File: config.mk
export PLATFORM = sky130hd
export DESIGN_NAME = ssd1306_frame_streamer
export DESIGN_NICKNAME = d
export VERILOG_FILES = /design/src/rtl/ssd1306_pkg.sv /design/src/rtl/ssd1306_frame_streamer.sv
export SDC_FILE = /design/constraint.sdc
export NUM_CORES = 1
export LEC_CHECK = 0
export CORE_ASPECT_RATIO = 0.9
export CORE_MARGIN = 5
export CORE_UTILIZATION = 45
export CTS_CLUSTER_DIAMETER = 200
export CTS_CLUSTER_SIZE = 20
export DETAILED_ROUTE_END_ITERATION = 7
export PLACE_DENSITY = 0.87
export SETUP_SLACK_MARGIN = 0.15
export SKIP_CTS_REPAIR_TIMING = 1
export SLEW_MARGIN = 0
export SYNTH_ARGS = -nofsm -noshare
export SYNTH_HDL_FRONTEND = slang
export SYNTH_SLANG_ARGS = --single-unit
File: constraint.sdc
create_clock -name clk -period 1.9 [get_ports clk]
set_input_delay 0.285 -clock clk [delete_from_list [all_inputs] [get_ports clk]]
set_output_delay 0.285 -clock clk [all_outputs]
set_load 0.02 [all_outputs]
File: src/rtl/ssd1306_pkg.sv
// ssd1306_pkg
//   Shared definitions for the SSD1306 OLED controller blocks.
//   Holds the controller opcodes used by the ROM-driven init sequencer and
//   by the frame streamer, the size of the address-window preamble, and the
//   frame-streamer state type.
//   No ports; import with "import ssd1306_pkg::*;".
package ssd1306_pkg;

  // Opcodes issued by the init sequencer before the streamer may run.
  localparam logic [7:0] SET_MEM_MODE    = 8'h20;
  localparam logic [7:0] SET_START_LINE  = 8'h40;
  localparam logic [7:0] SET_CONTRAST    = 8'h81;
  localparam logic [7:0] CHARGE_PUMP     = 8'h8D;
  localparam logic [7:0] SEG_REMAP       = 8'hA1;
  localparam logic [7:0] DISPLAY_RESUME  = 8'hA4;
  localparam logic [7:0] NORMAL_DISPLAY  = 8'hA6;
  localparam logic [7:0] SET_MUX_RATIO   = 8'hA8;
  localparam logic [7:0] DISPLAY_OFF     = 8'hAE;
  localparam logic [7:0] DISPLAY_ON      = 8'hAF;
  localparam logic [7:0] COM_SCAN_DEC    = 8'hC8;
  localparam logic [7:0] SET_DISP_OFFSET = 8'hD3;
  localparam logic [7:0] SET_CLK_DIV     = 8'hD5;
  localparam logic [7:0] SET_PRECHARGE   = 8'hD9;
  localparam logic [7:0] SET_COM_PINS    = 8'hDA;
  localparam logic [7:0] SET_VCOM_DESEL  = 8'hDB;

  // Address-window opcodes used by the frame streamer. Each is followed by
  // a start and an end argument byte.
  localparam logic [7:0] SET_COL_ADDR    = 8'h21;
  localparam logic [7:0] SET_PAGE_ADDR   = 8'h22;

  // The window preamble is col-cmd, col-start, col-end, page-cmd,
  // page-start, page-end; the index of its final byte ends the command phase.
  localparam int         WINDOW_CMD_COUNT = 6;
  localparam logic [2:0] LAST_CMD_IDX     = 3'(WINDOW_CMD_COUNT - 1);

  typedef enum logic [2:0] {
    ST_IDLE,
    ST_CMD_LOAD,
    ST_CMD_WAIT,
    ST_FETCH,
    ST_DATA_LOAD,
    ST_DATA_WAIT,
    ST_DONE
  } stream_state_e;

endpackage

File: src/rtl/ssd1306_frame_streamer.sv
// ssd1306_frame_streamer
//   Post-init refresh controller for an SSD1306 panel. On an accepted start
//   it drives the shared spi_master byte interface: first the six-byte
//   column/page address window (D/C low), then every frame-buffer byte in
//   linear order (D/C high), one spi_wr strobe per byte, each byte held
//   until spi_master reports it finished.
//
//   Parameters
//     COLS    display width in columns (bytes per page)
//     PAGES   number of 8-row pages
//     ADDR_W  frame-buffer address width, 2**ADDR_W >= COLS*PAGES
//
//   Ports
//     clk, rst    clock shared with spi_master; synchronous active-high reset
//     init_done   level from the init sequencer; gates acceptance of start
//     start       one-cycle refresh request
//     busy        high from accepted start until frame_done
//     frame_done  one-cycle pulse after the last byte completes
//     fb_addr     frame-buffer read address (page*COLS + col)
//     fb_data     frame-buffer read data, one cycle after fb_addr
//     spi_data    byte to spi_master
//     spi_wr      one-cycle write strobe to spi_master
//     spi_done    spi_master end-of-byte pulse
//     oled_dc     0 = command byte, 1 = display data byte
module ssd1306_frame_streamer
  import ssd1306_pkg::*;
#(
  parameter int COLS   = 128,
  parameter int PAGES  = 8,
  parameter int ADDR_W = 10
) (
  input  logic              clk,
  input  logic              rst,
  input  logic              init_done,
  input  logic              start,
  output logic              busy,
  output logic              frame_done,
  output logic [ADDR_W-1:0] fb_addr,
  input  logic [7:0]        fb_data,
  output logic [7:0]        spi_data,
  output logic              spi_wr,
  input  logic              spi_done,
  output logic              oled_dc
);

  localparam int                FRAME_BYTES = COLS * PAGES;
  localparam logic [ADDR_W-1:0] LAST_ADDR   = ADDR_W'(FRAME_BYTES - 1);
  localparam logic [ADDR_W-1:0] ADDR_ONE    = ADDR_W'(1);
  localparam logic [7:0]        LAST_COL    = 8'(COLS - 1);
  localparam logic [7:0]        LAST_PAGE   = 8'(PAGES - 1);

  stream_state_e     state_q, state_d;
  logic [2:0]        cmd_idx_q, cmd_idx_d;
  logic [ADDR_W-1:0] byte_cnt_q, byte_cnt_d;
  logic [7:0]        spi_data_q, spi_data_d;
  logic              dc_q, dc_d;

  logic              accept;
  logic [2:0]        cmd_sel;
  logic [7:0]        cmd_byte;

  // A start is only honoured when the panel is initialised; otherwise it is
  // simply dropped rather than remembered for later.
  assign accept = start && init_done;

  // The command byte is looked up for the index about to be loaded: index 0
  // when a frame is accepted, idx+1 when a command byte finishes.
  assign cmd_sel = (state_q == ST_CMD_WAIT) ? (cmd_idx_q + 3'd1) : 3'd0;

  // Address window covering the whole panel in horizontal addressing mode.
  always_comb begin
    cmd_byte = 8'h00;
    case (cmd_sel)
      3'd0:    cmd_byte = SET_COL_ADDR;
      3'd1:    cmd_byte = 8'h00;
      3'd2:    cmd_byte = LAST_COL;
      3'd3:    cmd_byte = SET_PAGE_ADDR;
      3'd4:    cmd_byte = 8'h00;
      3'd5:    cmd_byte = LAST_PAGE;
      default: cmd_byte = 8'h00;
    endcase
  end

  // State register and datapath flops.
  always_ff @(posedge clk) begin
    if (rst) begin
      state_q    <= ST_IDLE;
      cmd_idx_q  <= 3'd0;
      byte_cnt_q <= '0;
      spi_data_q <= 8'h00;
      dc_q       <= 1'b0;
    end else begin
      state_q    <= state_d;
      cmd_idx_q  <= cmd_idx_d;
      byte_cnt_q <= byte_cnt_d;
      spi_data_q <= spi_data_d;
      dc_q       <= dc_d;
    end
  end

  // Next-state logic. spi_data_q is loaded one edge ahead of each command
  // strobe so the byte is already on the bus in CMD_LOAD. DONE behaves like
  // IDLE for acceptance so a start in the frame_done cycle is not lost.
  always_comb begin
    state_d    = state_q;
    cmd_idx_d  = cmd_idx_q;
    byte_cnt_d = byte_cnt_q;
    spi_data_d = spi_data_q;
    dc_d       = dc_q;

    case (state_q)
      ST_IDLE, ST_DONE: begin
        if (accept) begin
          state_d    = ST_CMD_LOAD;
          cmd_idx_d  = 3'd0;
          byte_cnt_d = '0;
          spi_data_d = cmd_byte;
          dc_d       = 1'b0;
        end else begin
          state_d = ST_IDLE;
        end
      end

      ST_CMD_LOAD: begin
        state_d = ST_CMD_WAIT;
      end

      ST_CMD_WAIT: begin
        if (spi_done) begin
          if (cmd_idx_q == LAST_CMD_IDX) begin
            state_d = ST_FETCH;
            dc_d    = 1'b1;
          end else begin
            state_d    = ST_CMD_LOAD;
            cmd_idx_d  = cmd_idx_q + 3'd1;
            spi_data_d = cmd_byte;
          end
        end
      end

      ST_FETCH: begin
        state_d = ST_DATA_LOAD;
      end

      // The RAM answers during this cycle; capture it so the byte stays put
      // while spi_master shifts it out.
      ST_DATA_LOAD: begin
        state_d    = ST_DATA_WAIT;
        spi_data_d = fb_data;
      end

      // The counter stops on the last address instead of wrapping, so
      // fb_addr still shows the final byte's address after the frame.
      ST_DATA_WAIT: begin
        if (spi_done) begin
          if (byte_cnt_q == LAST_ADDR) begin
            state_d = ST_DONE;
          end else begin
            state_d    = ST_FETCH;
            byte_cnt_d = byte_cnt_q + ADDR_ONE;
          end
        end
      end

      default: begin
        state_d = ST_IDLE;
      end
    endcase
  end

  // In DATA_LOAD the fresh RAM word is passed straight through so the data
  // byte is valid in the same cycle as its strobe; afterwards the captured
  // copy holds it steady.
  assign spi_data   = (state_q == ST_DATA_LOAD) ? fb_data : spi_data_q;
  assign spi_wr     = (state_q == ST_CMD_LOAD) || (state_q == ST_DATA_LOAD);
  assign oled_dc    = dc_q;
  assign fb_addr    = byte_cnt_q;
  assign busy       = (state_q != ST_IDLE) && (state_q != ST_DONE);
  assign frame_done = (state_q == ST_DONE);

endmodule
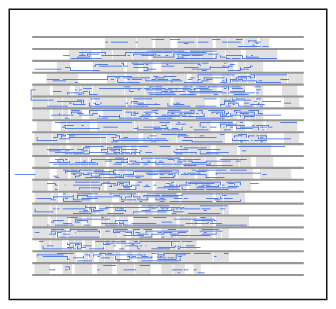
**Above:** run 1 (metal 1).
Supply wires on this layer in grey. Cells faint in the background.
- longest straight run: 17.5 µm
- nets with wire on the layer: 265
- wire length on this layer: 2030 µm
met1 GRT Util: 0.2330
WL final: 5111 µm
total number of vias: 1887

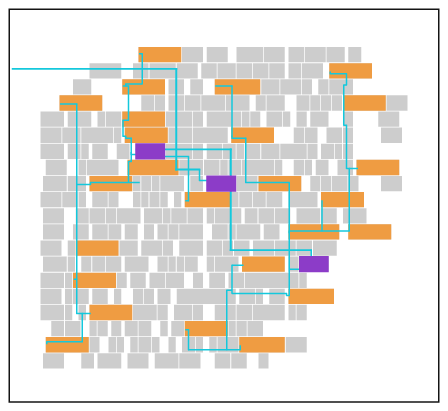
**Above:** run 1 (clock distribution).
- purple: cells driving clock nets (count 3)
- orange: flip-flops (count 25)
- cyan: clock wires (length 356 µm)
- flops lie: all over the die
Clock Skew: 0.008974 ns
Clk pwr share: 0.303
Worst-Skew Late Latency: 0.28 ns
Clk power: 331 µW

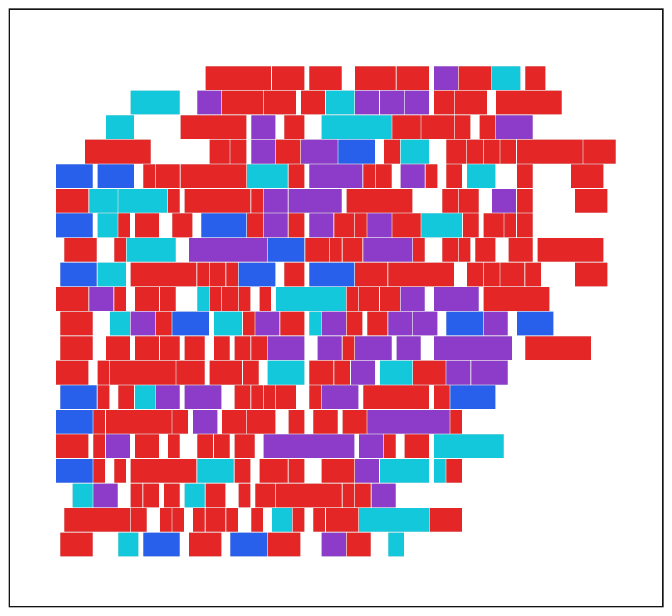
**Above:** run 1 (sizing map).
- blue: drive 6 and up (cells 18; share 6.5%; most used buf_6)
- red: drive 1 or less (cells 181; share 65%; most used nand2_1)
- cyan: drive 2 (cells 32; share 11%; most used nand2_2)
- purple: drive 3 to 4 (cells 48; share 17%; most used buf_4)
Design Area, Final: 2465 µm²
Non-CTS buffers: 73
area growth from synthesis to layout: 57.10%
Final Worst Setup Slack: -0.03526 ns

==> GITHUB_STEP_SUMMARY, run 1 <==
### Yosys + OpenROAD results

| Metric | Value |
|---|---|
| # clk buffers | 4 |
| Failing checks | setup timing |
| GR Layer Usage met2 | 0.3023 |
| Sequential power share | 0.495 |
| Delay-heaviest family, CP | simple AND/OR/NAND/NOR gates |
| # setup viols final | 3 |
| Post-Route M1 WL | 2031 µm |
| FILL cells | 248 |
| Leakage | 0.0009500 µW |
| Critical path required time | 2.12 ns |
| Pre-CTS worst setup slack | -0.4228 ns |
| Count leader, synth | nand2_1 |
| Max reg flops | 10 |
| Sequential power | 541 µW |
| P_sw | 297.3 µW |
| DR WL/cell | 15.82 µm |
| Flip-flops with a built-in enable | 0 |
| Sink Count | 25 |
| Num ports | 35 |
| Hold Startpoint | spi_data_q[7] |
| Initial antenna violation count | 0 |
| TritonCTS clock tree | yes |
| IO Port Bufs | 34 |
| Flop count | 25 |
| Logic gate share of total power | 0.201 |
| Critical path depth | 6 |
| Mux area share | 0.01356 |
| Max Clk Rate | 0.5167 GHz |
| Top sig layer | met4 |
| Routed wl met3 | 416 µm |
| Top cells by instance count after synthesis | 32 x nand2_1, 25 x dfxtp_1, 20 x a21oi_1 |
| Clk slew on worst S/H paths | 0.09 ns |
| CP arrival | 2.15 ns |
| Buffering overhead | 0.2695 |
| GRT Residual Overflow | 0 |
| Setup crit end kind | flip-flop |
| TritonCTS Buffers | 3 |
| Seq/total area | 0.2081 |
| Mapped Cells | 215 |
| Post-DP HPWL | 3195 µm |
| Status | complete, but fails checks |
| Core box area | 3378 µm² |
| Sequential fraction of the synthesis area | 0.3190 |
| Worst slew pin tran | 0.4127 ns |
| Most frequent cells in the layout | 33 x buf_4, 26 x nand2_1, 23 x clkdlybuf4s50_1 |
| Root buffer cell | clkbuf_8 |
| Via density | 5.842 |
| Worst setup endpoint | fb_addr[8] |
| Synthesized area per cell | 7.298 µm² |
| DRC | 0 |
| Cell taking the most area after synthesis | dfxtp_1 |
| # Cells Yosys | 215 |
| Non-filler cells, final | 323 |
| Multi-input gates | 168 |
| Total Routing Usage GR | 0.1834 |
| Clock-cell share | 0.01827 |
| Starting DRC count in detailed routing | 168 |
| Met3 GRT Util | 0.05015 |
| Init Core Util | 0.4644 |
| Most frequent logic cell in the layout | buf_4 |
| Die height | 66.02 µm |
| RR Startpoint | state_q[2] |
| Fin Setup TNS | -0.07697 ns |
| Clock buffer depth | 2 |
| Slowest CP cell | or4_4 |
| Wire length of the first global-routing pass | 7044 µm |
| Pwr top | registers |
| Basic Gates by Area | 0.3230 |
| Slew Viols, Final | 0 |
| Synth async-reset ratio | 0 |
| Die Span X | 72.24 µm |
| Fraction of area in multi-input gates | 0.4680 |
| Crit path from | state_q[2] |
| Top cells by area | dfxtp_1 32%, nand2_1 7.7%, a21oi_1 6.4% |
| Gpl congestion | 0.9294 |
| Critical path buffer and inverter count | 1 |
| Synth Area in Adders | 0.02392 |
| Met2 WL | 2573 µm |
| Area-dominant class | logic gates |
| Final Worst Setup Slack | -0.03526 ns |
| Hold crit path type | flip-flop to flip-flop |
| Yosys warns | 0 |
| Crit-path cells | buf_6, nor2b_4, or4_4, a21o_4, or4_1, a21oi_1 |
| Syn_nets | 231 |
| Critical Path Fanout Max | 7 |
| Area leader share | 0.3190 |
| Post-layout period usage | 1.019 |
| Ant. Diodes | 0 |
| Antenna Nets Post-Route | 0 |
| Busiest grt layer | met2 |
| Pwr Total | 1092 µW |
| Share of cells above drive strength 1 | 0.3513 |
| Hold depth | 2 |
| Iteration tally of the first detailed-router pass | 4 |
| Inst Count DP | 313 |
| Fin. Hold Viols | 0 |
| Log Warnings | 29 |
| Slew margin rel. | 0.7245 |
| H-tree Lvls | 1 |
| Minimum clock period | 1.935 ns |
| Hold Path Sink | spi_data_q[7] |
| Yosys cell types | 42 |
| Max Cap Viol | 0 |
| Dpl cell area | 2176 µm² |
| R2R Path End | fb_addr[8] |
| Yosys Chip Area | 1569 µm² |
| Core Util, Final | 0.7296 |
| Net Sw Frac | 0.2722 |
| Peak supply drop | 0.3705 mV |
| Comb pwr | 220 µW |
| RSZ-0062 raised after global routing | true |
| Int Power | 794.9 µW |
| Signal inverters | 9 |
| Largest net degree at the start of global routing | 21 |
| XOR/XNOR Fraction of Synth Area | 0.01675 |
| Post-layout nets | 296 |
| Row cnt | 20 |
| FF+latch area | 513.0 µm² |
| Hold Slack | 0.4793 ns |
| Logic area | 1154 µm² |
| Startpoint types | flip-flop |
| Vias in the first global route | 1602 |
| Yosys aoi share | 0.2440 |
--- run 2 (diff from run 1) ---
--- a/config.mk
+++ b/config.mk
@@ -5,6 +5,7 @@
 export SDC_FILE = /design/constraint.sdc
 export NUM_CORES = 1
 export LEC_CHECK = 0
+export ABC_CLOCK_PERIOD_IN_PS = 1900
 export CORE_ASPECT_RATIO = 0.9
 export CORE_MARGIN = 5
 export CORE_UTILIZATION = 45
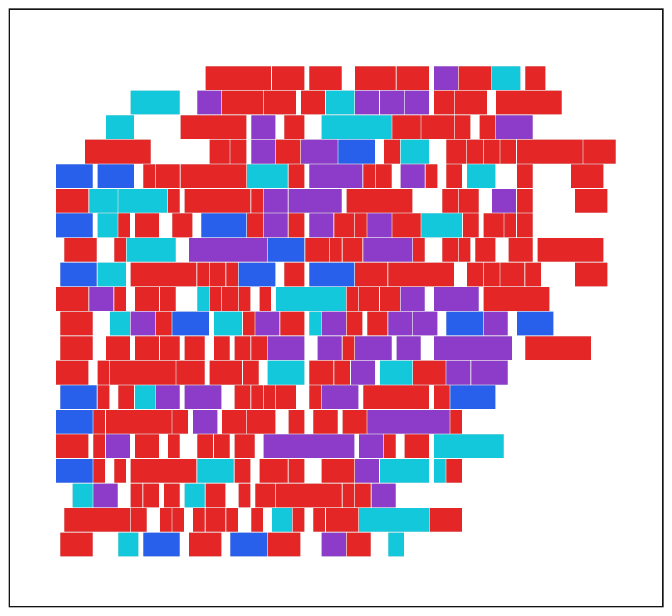
**Above:** run 2 (sizing map).
- cyan: drive 2 (cells 32; share 11%; most used nand2_2)
- red: drive 1 or less (cells 181; share 65%; most used nand2_1)
- blue: drive 6 and up (cells 18; share 6.5%; most used buf_6)
- purple: drive 3 to 4 (cells 48; share 17%; most used buf_4)

==> run 2 against run 1 <==
Net effect:
- the run still ends with setup timing left
- via count unchanged
- total power unchanged
- non-clock buffer count unchanged
- first-iteration DRC count unchanged
- global-route usage unchanged
- clock skew unchanged
- cell area unchanged
- critical path type unchanged
==> GITHUB_STEP_SUMMARY, run 2 <==
### Yosys + OpenROAD results

| Metric | Value |
|---|---|
| Slew margin rel. | 0.7245 (unchanged) |
| Crit-path cells | buf_6, nor2b_4, or4_4, a21o_4, or4_1, a21oi_1 (unchanged) |
| Starting DRC count in detailed routing | 168 (unchanged) |
| GRT Residual Overflow | 0 (unchanged) |
| GR Layer Usage met2 | 0.3023 (unchanged) |
| Slowest CP cell | or4_4 (unchanged) |
| Synthesized area per cell | 7.298 µm² (unchanged) |
| Worst-Skew Late Latency | 0.28 ns (about the same) |
| Top cells by instance count after synthesis | 32 x nand2_1, 25 x dfxtp_1, 20 x a21oi_1 (unchanged) |
| DR WL/cell | 15.82 µm (unchanged) |
| IO Port Bufs | 34 (unchanged) |
| Hold depth | 2 (unchanged) |
| Clock-cell share | 0.01827 (unchanged) |
| DRC | 0 (unchanged) |
| Signal inverters | 9 (unchanged) |
| Fin Setup TNS | -0.07697 ns (unchanged) |
| Die height | 66.02 µm (unchanged) |
| Hold Startpoint | spi_data_q[7] (unchanged) |
| Root buffer cell | clkbuf_8 (unchanged) |
| Sequential power | 541 µW (about the same) |
| Peak supply drop | 0.3705 mV (unchanged) |
| Post-Route M1 WL | 2031 µm (unchanged) |
| Antenna Nets Post-Route | 0 (unchanged) |
| Hold Slack | 0.4793 ns (unchanged) |
| Status | complete, but fails checks (unchanged) |
| Iteration tally of the first detailed-router pass | 4 (unchanged) |
| Yosys cell types | 42 (unchanged) |
| Met2 WL | 2573 µm (unchanged) |
| Max reg flops | 10 (unchanged) |
| Met1 GRT Util | 0.2330 (unchanged) |
| Share of cells above drive strength 1 | 0.3513 (unchanged) |
| R2R Path End | fb_addr[8] (unchanged) |
| Total number of vias | 1887 (unchanged) |
| Area leader share | 0.3190 (unchanged) |
| Inst Count DP | 313 (unchanged) |
| Slew Viols, Final | 0 (unchanged) |
| Most frequent cells in the layout | 33 x buf_4, 26 x nand2_1, 23 x clkdlybuf4s50_1 (unchanged) |
| Worst slew pin tran | 0.4127 ns (unchanged) |
| Clk slew on worst S/H paths | 0.09 ns (about the same) |
| CP arrival | 2.15 ns (about the same) |
| Clock buffer depth | 2 (unchanged) |
| Vias in the first global route | 1602 (unchanged) |
| FF+latch area | 513.0 µm² (unchanged) |
| Met3 GRT Util | 0.05015 (unchanged) |
| Comb pwr | 220 µW (about the same) |
| Mux area share | 0.01356 (unchanged) |
| XOR/XNOR Fraction of Synth Area | 0.01675 (unchanged) |
| Post-layout nets | 296 (unchanged) |
| Init Core Util | 0.4644 (unchanged) |
| Hold Path Sink | spi_data_q[7] (unchanged) |
| Failing checks | setup timing (unchanged) |
| FILL cells | 248 (unchanged) |
| Int Power | 794.9 µW (unchanged) |
| Buffering overhead | 0.2695 (unchanged) |
| # Cells Yosys | 215 (unchanged) |
| RR Startpoint | state_q[2] (unchanged) |
| Multi-input gates | 168 (unchanged) |
| Initial antenna violation count | 0 (unchanged) |
| Pre-CTS worst setup slack | -0.4228 ns (unchanged) |
| Hold crit path type | flip-flop to flip-flop (unchanged) |
| TritonCTS clock tree | yes (unchanged) |
| Num ports | 35 (unchanged) |
| Mapped Cells | 215 (unchanged) |
| Startpoint types | flip-flop (unchanged) |
| Fin. Hold Viols | 0 (unchanged) |
| Yosys warns | 0 (unchanged) |
| Logic gate share of total power | 0.201 (about the same) |
| Clk power | 331 µW (about the same) |
| Clk pwr share | 0.303 (about the same) |
| TritonCTS Buffers | 3 (unchanged) |
| Top cells by area | dfxtp_1 32%, nand2_1 7.7%, a21oi_1 6.4% (unchanged) |
| Final Worst Setup Slack | -0.03526 ns (unchanged) |
| Area growth from synthesis to layout | 57.10% (unchanged) |
| Delay-heaviest family, CP | simple AND/OR/NAND/NOR gates (unchanged) |
| # setup viols final | 3 (unchanged) |
| Critical path buffer and inverter count | 1 (unchanged) |
| Max Clk Rate | 0.5167 GHz (unchanged) |
| Flip-flops with a built-in enable | 0 (unchanged) |
| Dpl cell area | 2176 µm² (unchanged) |
| Busiest grt layer | met2 (unchanged) |
| Flop count | 25 (unchanged) |
| Setup crit end kind | flip-flop (unchanged) |
| Die Span X | 72.24 µm (unchanged) |
| Wire length of the first global-routing pass | 7044 µm (unchanged) |
| Leakage | 0.0009500 µW (unchanged) |
| Post-layout period usage | 1.019 (unchanged) |
| Yosys aoi share | 0.2440 (unchanged) |
| RSZ-0062 raised after global routing | true (unchanged) |
| Net Sw Frac | 0.2722 (unchanged) |
| Yosys Chip Area | 1569 µm² (unchanged) |
| Worst setup endpoint | fb_addr[8] (unchanged) |
| Sequential fraction of the synthesis area | 0.3190 (unchanged) |
| Pwr top | registers (unchanged) |
| WL final | 5111 µm (unchanged) |
| Design Area, Final | 2465 µm² (unchanged) |
| # clk buffers | 4 (unchanged) |
| Critical path depth | 6 (unchanged) |
| Logic area | 1154 µm² (unchanged) |
| Non-filler cells, final | 323 (unchanged) |
| Area-dominant class | logic gates (unchanged) |
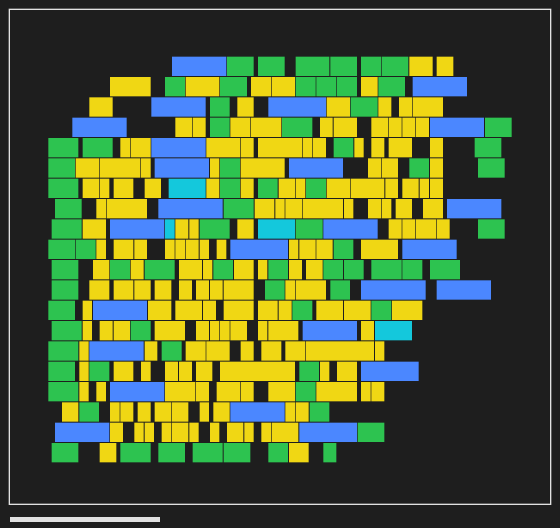
**Above:** run 2 (cells coloured by class).
The bar under the picture is 20 µm long.
- cyan: clock drivers and dummy loads (cells 4; share of their area 1.9%)
- yellow: all other logic (cells 177; share of their area 49%)
- green: other buffers and delay cells (cells 73; share of their area 28%)
- blue: flip-flops (cells 25; share of their area 21%)
Core Util, Final: 0.7296
Seq/total area: 0.2081
core box area: 3378 µm²
row cnt: 20

--- run 3 (diff from run 2) ---
--- a/config.mk
+++ b/config.mk
@@ -8,11 +8,11 @@
 export ABC_CLOCK_PERIOD_IN_PS = 1900
 export CORE_ASPECT_RATIO = 0.9
 export CORE_MARGIN = 5
-export CORE_UTILIZATION = 45
+export CORE_UTILIZATION = 25
 export CTS_CLUSTER_DIAMETER = 200
 export CTS_CLUSTER_SIZE = 20
 export DETAILED_ROUTE_END_ITERATION = 7
-export PLACE_DENSITY = 0.87
+export PLACE_DENSITY = 0.59
 export SETUP_SLACK_MARGIN = 0.15
 export SKIP_CTS_REPAIR_TIMING = 1
 export SLEW_MARGIN = 0
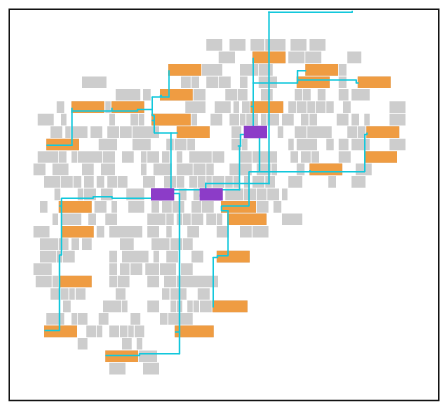
**Above:** run 3 (clock distribution).
- cyan: clock wires (length 420 µm)
- purple: cells driving clock nets (count 3)
- orange: flip-flops (count 25)
- routed clock nets: 4
- flops lie: all over the die
Clock Skew: 0.009268 ns
Clk pwr share: 0.309
Clk power: 337 µW

==> run 3 against run 2 <==
Net effect:
- the flow still finishes with violations (setup timing)
- setup slack improved by 0.0050 ns
- global-route usage fell by 7.2 points
- total power fell by 0.11%
- non-clock buffer count rose by 4
- count of clock-buffer cells in the layout did not move
- die size rose by 67%
- largest power group unchanged
- highest routed layer unchanged
==> GITHUB_STEP_SUMMARY, run 3 <==
### Yosys + OpenROAD results

| Metric | Value |
|---|---|
| Final Worst Setup Slack | -0.03022 ns (was -0.03526 ns) |
| Fin Setup TNS | -0.03022 ns (was -0.07697 ns) |
| Reg2reg path depth | 5 (was 6) |
| Top cells by area | dfxtp_1 32%, nand2_1 7.7%, a21oi_1 6.4% (unchanged) |
| Vias in the first global route | 1578 (was 1602) |
| Flop count | 25 (unchanged) |
| Hold depth | 2 (unchanged) |
| DRC | 0 (unchanged) |
| Critical path buffer and inverter count | 0 (was 1) |
| Synth Cell Area | 1569 µm² (unchanged) |
| Slew margin rel. | 0.7573 (was 0.7245) |
| CP dominant cell by count | or4_4 |
| Hold crit path type | flip-flop to flip-flop (unchanged) |
| R2R setup slack | -0.03 ns (was -0.04 ns) |
| Pwr Total | 1091 µW (was 1092 µW) |
| Met1 GRT Util | 0.1598 (was 0.2330) |
| Most frequent logic cell in the layout | buf_4 (unchanged) |
| Met2 WL | 2135 µm (was 2573 µm) |
| Sequential fraction of the synthesis area | 0.3190 (unchanged) |
| Signal inverters | 9 (unchanged) |
| Syn_nets | 231 (unchanged) |
| Hold Startpoint | spi_data_q[7] (unchanged) |
| Total Routing Usage GR | 0.1112 (was 0.1834) |
| # Cells Yosys | 215 (unchanged) |
| Synthesized area per cell | 7.298 µm² (unchanged) |
| XOR/XNOR Fraction of Synth Area | 0.01675 (unchanged) |
| Non-filler cells, final | 370 (was 323) |
| Status | complete, but fails checks (unchanged) |
| Critical path required time | 2.11 ns (was 2.12 ns) |
| Flip-flops with a built-in enable | 0 (unchanged) |
| Count leader, synth | nand2_1 (unchanged) |
| Clock-cell share | 0.01787 (was 0.01827) |
| Startpoint types | flip-flop (unchanged) |
| TritonCTS clock tree | yes (unchanged) |
| Yosys warns | 0 (unchanged) |
| Top cells by instance count after synthesis | 32 x nand2_1, 25 x dfxtp_1, 20 x a21oi_1 (unchanged) |
| TritonCTS Buffers | 3 (unchanged) |
| Mapped Cells | 215 (unchanged) |
| Share of cells above drive strength 1 | 0.3498 (was 0.3513) |
| Post-layout period usage | 1.016 (was 1.019) |
| CP max stage delay | 0.55 ns (was 0.51 ns) |
| Max Cap Viol | 0 (unchanged) |
| RSZ-0062 raised after global routing | true (unchanged) |
| Worst-Skew Late Latency | 0.28 ns (about the same) |
| CP arrival | 2.14 ns (was 2.15 ns) |
| # clk buffers | 4 (unchanged) |
| Dpl cell area | 2272 µm² (was 2176 µm²) |
| Failing checks | setup timing (unchanged) |
| Logic area | 1136 µm² (was 1154 µm²) |
| Fraction of area in multi-input gates | 0.4506 (was 0.4680) |
| P_sw | 297.2 µW (was 297.3 µW) |
| Area-dominant class | logic gates (unchanged) |
| Num ports | 35 (unchanged) |
| Critical path depth | 5 (was 6) |
| Int Power | 793.7 µW (was 794.9 µW) |
| Delay-heaviest family, CP | simple AND/OR/NAND/NOR gates (unchanged) |
| Clk slew on worst S/H paths | 0.10 ns (was 0.09 ns) |
| Critical path class | flip-flop to flip-flop (unchanged) |
| Area leader share | 0.3190 (unchanged) |
| Clock buffer depth | 2 (unchanged) |
| Dominant comb cell | simple AND/OR/NAND/NOR gates (unchanged) |
| Basic Gates by Area | 0.3230 (unchanged) |
| Crit path from | state_q[1] (was state_q[2]) |
| Worst setup endpoint | fb_addr[8] (unchanged) |
| Gpl congestion | 0.7806 (was 0.9294) |
| Synth Area in Adders | 0.02392 (unchanged) |
| Met3 GRT Util | 0.02128 (was 0.05015) |
| Post-Route M1 WL | 2373 µm (was 2031 µm) |
| Total number of vias | 1780 (was 1887) |
| Slowest CP cell | or4_4 (unchanged) |
| Yosys Chip Area | 1569 µm² (unchanged) |
| Net Sw Frac | 0.2724 (was 0.2722) |
| Synth async-reset ratio | 0 (unchanged) |
| Worst slew pin tran | 0.3611 ns (was 0.4127 ns) |
| Cell taking the most area after synthesis | dfxtp_1 (unchanged) |
| GRT Residual Overflow | 0 (unchanged) |
| Hold Slack | 0.4727 ns (was 0.4793 ns) |
| # setup viols final | 1 (was 3) |
| Log Warnings | 29 (unchanged) |
| Peak supply drop | 0.2437 mV (was 0.3705 mV) |
| Top sig layer | met4 (unchanged) |
| Ant. Diodes | 0 (unchanged) |
| Non-CTS buffers | 77 (was 73) |
| Minimum clock period | 1.930 ns (was 1.935 ns) |
| Multi-input gates | 168 (unchanged) |
| Logic gate share of total power | 0.197 (was 0.201) |
| Die height | 85.16 µm (was 66.02 µm) |
| Sequential power | 539 µW (was 541 µW) |
| RR Startpoint | state_q[1] (was state_q[2]) |
| Critical Path Fanout Max | 7 (unchanged) |
| WL final | 4763 µm (was 5111 µm) |
| Iteration tally of the first detailed-router pass | 6 (was 4) |
| Post-layout nets | 300 (was 296) |
| Sink Count | 25 (unchanged) |
| IO Port Bufs | 34 (unchanged) |
| Sequential power share | 0.494 (was 0.495) |
| FF+latch area | 514.2 µm² (was 513.0 µm²) |
| Die Span X | 93.51 µm (was 72.24 µm) |
| Via density | 4.811 (was 5.842) |
| Yosys cell types | 42 (unchanged) |
| Inst Count DP | 360 (was 313) |
| Largest net degree at the start of global routing | 21 (unchanged) |
| Root buffer cell | clkbuf_8 (unchanged) |
| Initial antenna violation count | 0 (unchanged) |
| Synth Flop Type | dfxtp_1 (unchanged) |
| Post-DP HPWL | 3299 µm (was 3195 µm) |
| Flops after synth | 25 (unchanged) |
| Comb pwr | 214 µW (was 220 µW) |
| Crit-path cells | nor2b_4, or4_4, a21o_4, or4_4, a21oi_2 (was buf_6, nor2b_4, or4_4, a21o_4, or4_1, a21oi_1) |
| Leakage | 0.0009849 µW (was 0.0009500 µW) |
| Max reg flops | 10 (unchanged) |
| Init Core Util | 0.2566 (was 0.4644) |
| Hold Path Sink | spi_data_q[7] (unchanged) |
| Pwr top | registers (unchanged) |
| Busiest grt layer | met2 (unchanged) |
| Most frequent cells in the layout | 40 x buf_4, 23 x nand2_1, 22 x clkdlybuf4s50_1 (was 33 x buf_4, 26 x nand2_1, 23 x clkdlybuf4s50_1) |
| Mux area share | 0.01356 (unchanged) |
| Setup crit end kind | flip-flop (unchanged) |
| Yosys aoi share | 0.2440 (unchanged) |
| Area growth from synthesis to layout | 60.69% (was 57.10%) |
| FILL cells | 637 (was 248) |
| Pre-CTS worst setup slack | -0.4097 ns (was -0.4228 ns) |
| Fin. Hold Viols | 0 (unchanged) |
| Antenna Nets Post-Route | 0 (unchanged) |
| Max Clk Rate | 0.5181 GHz (was 0.5167 GHz) |
| DR WL/cell | 12.87 µm (was 15.82 µm) |
| H-tree Lvls | 1 (unchanged) |
| Wire length of the first global-routing pass | 7334 µm (was 7044 µm) |
| Buffering overhead | 0.2710 (was 0.2695) |
| Routed wl met3 | 204 µm (was 416 µm) |
| GR Layer Usage met2 | 0.1695 (was 0.3023) |
| Starting DRC count in detailed routing | 85 (was 168) |
| Die area | 7962 µm² (was 4769 µm²) |
| Slew Viols, Final | 0 (unchanged) |
| R2R Path End | fb_addr[8] (unchanged) |
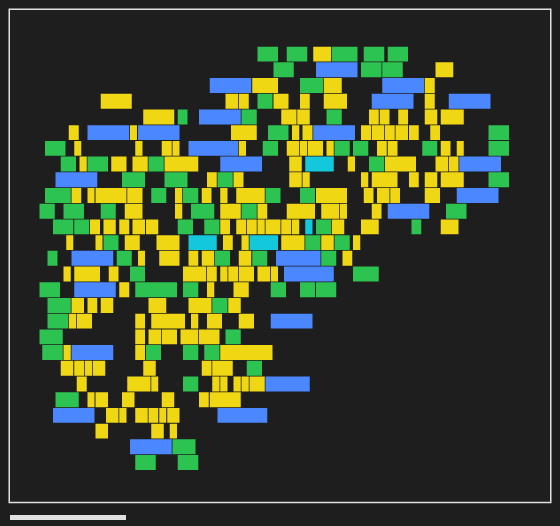
**Above:** run 3 (cells coloured by class).
The bar under the picture is 20 µm long.
- yellow: all other logic (cells 177; share of their area 48%)
- cyan: clock drivers and dummy loads (cells 4; share of their area 1.9%)
- blue: flip-flops (cells 25; share of their area 21%)
- green: other buffers and delay cells (cells 77; share of their area 28%)
core box area: 6115 µm²
Seq/total area: 0.2040
row cnt: 27
Design Area, Final: 2521 µm²
Core Util, Final: 0.4123


==> screenshots <==
Clock wiring as the flow saved it.
(a)
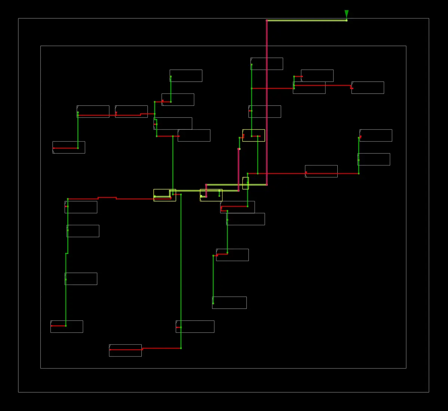
(b)
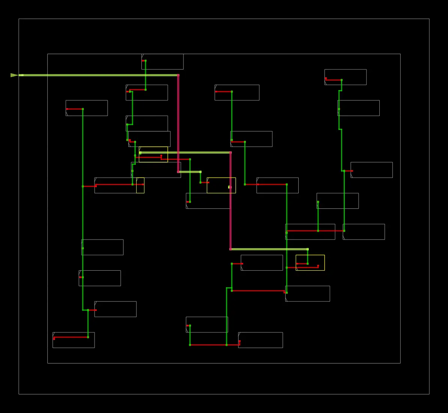
For run 3, see (a).
For run 2, see (b).

Power is estimated from default activity; no workload was simulated.
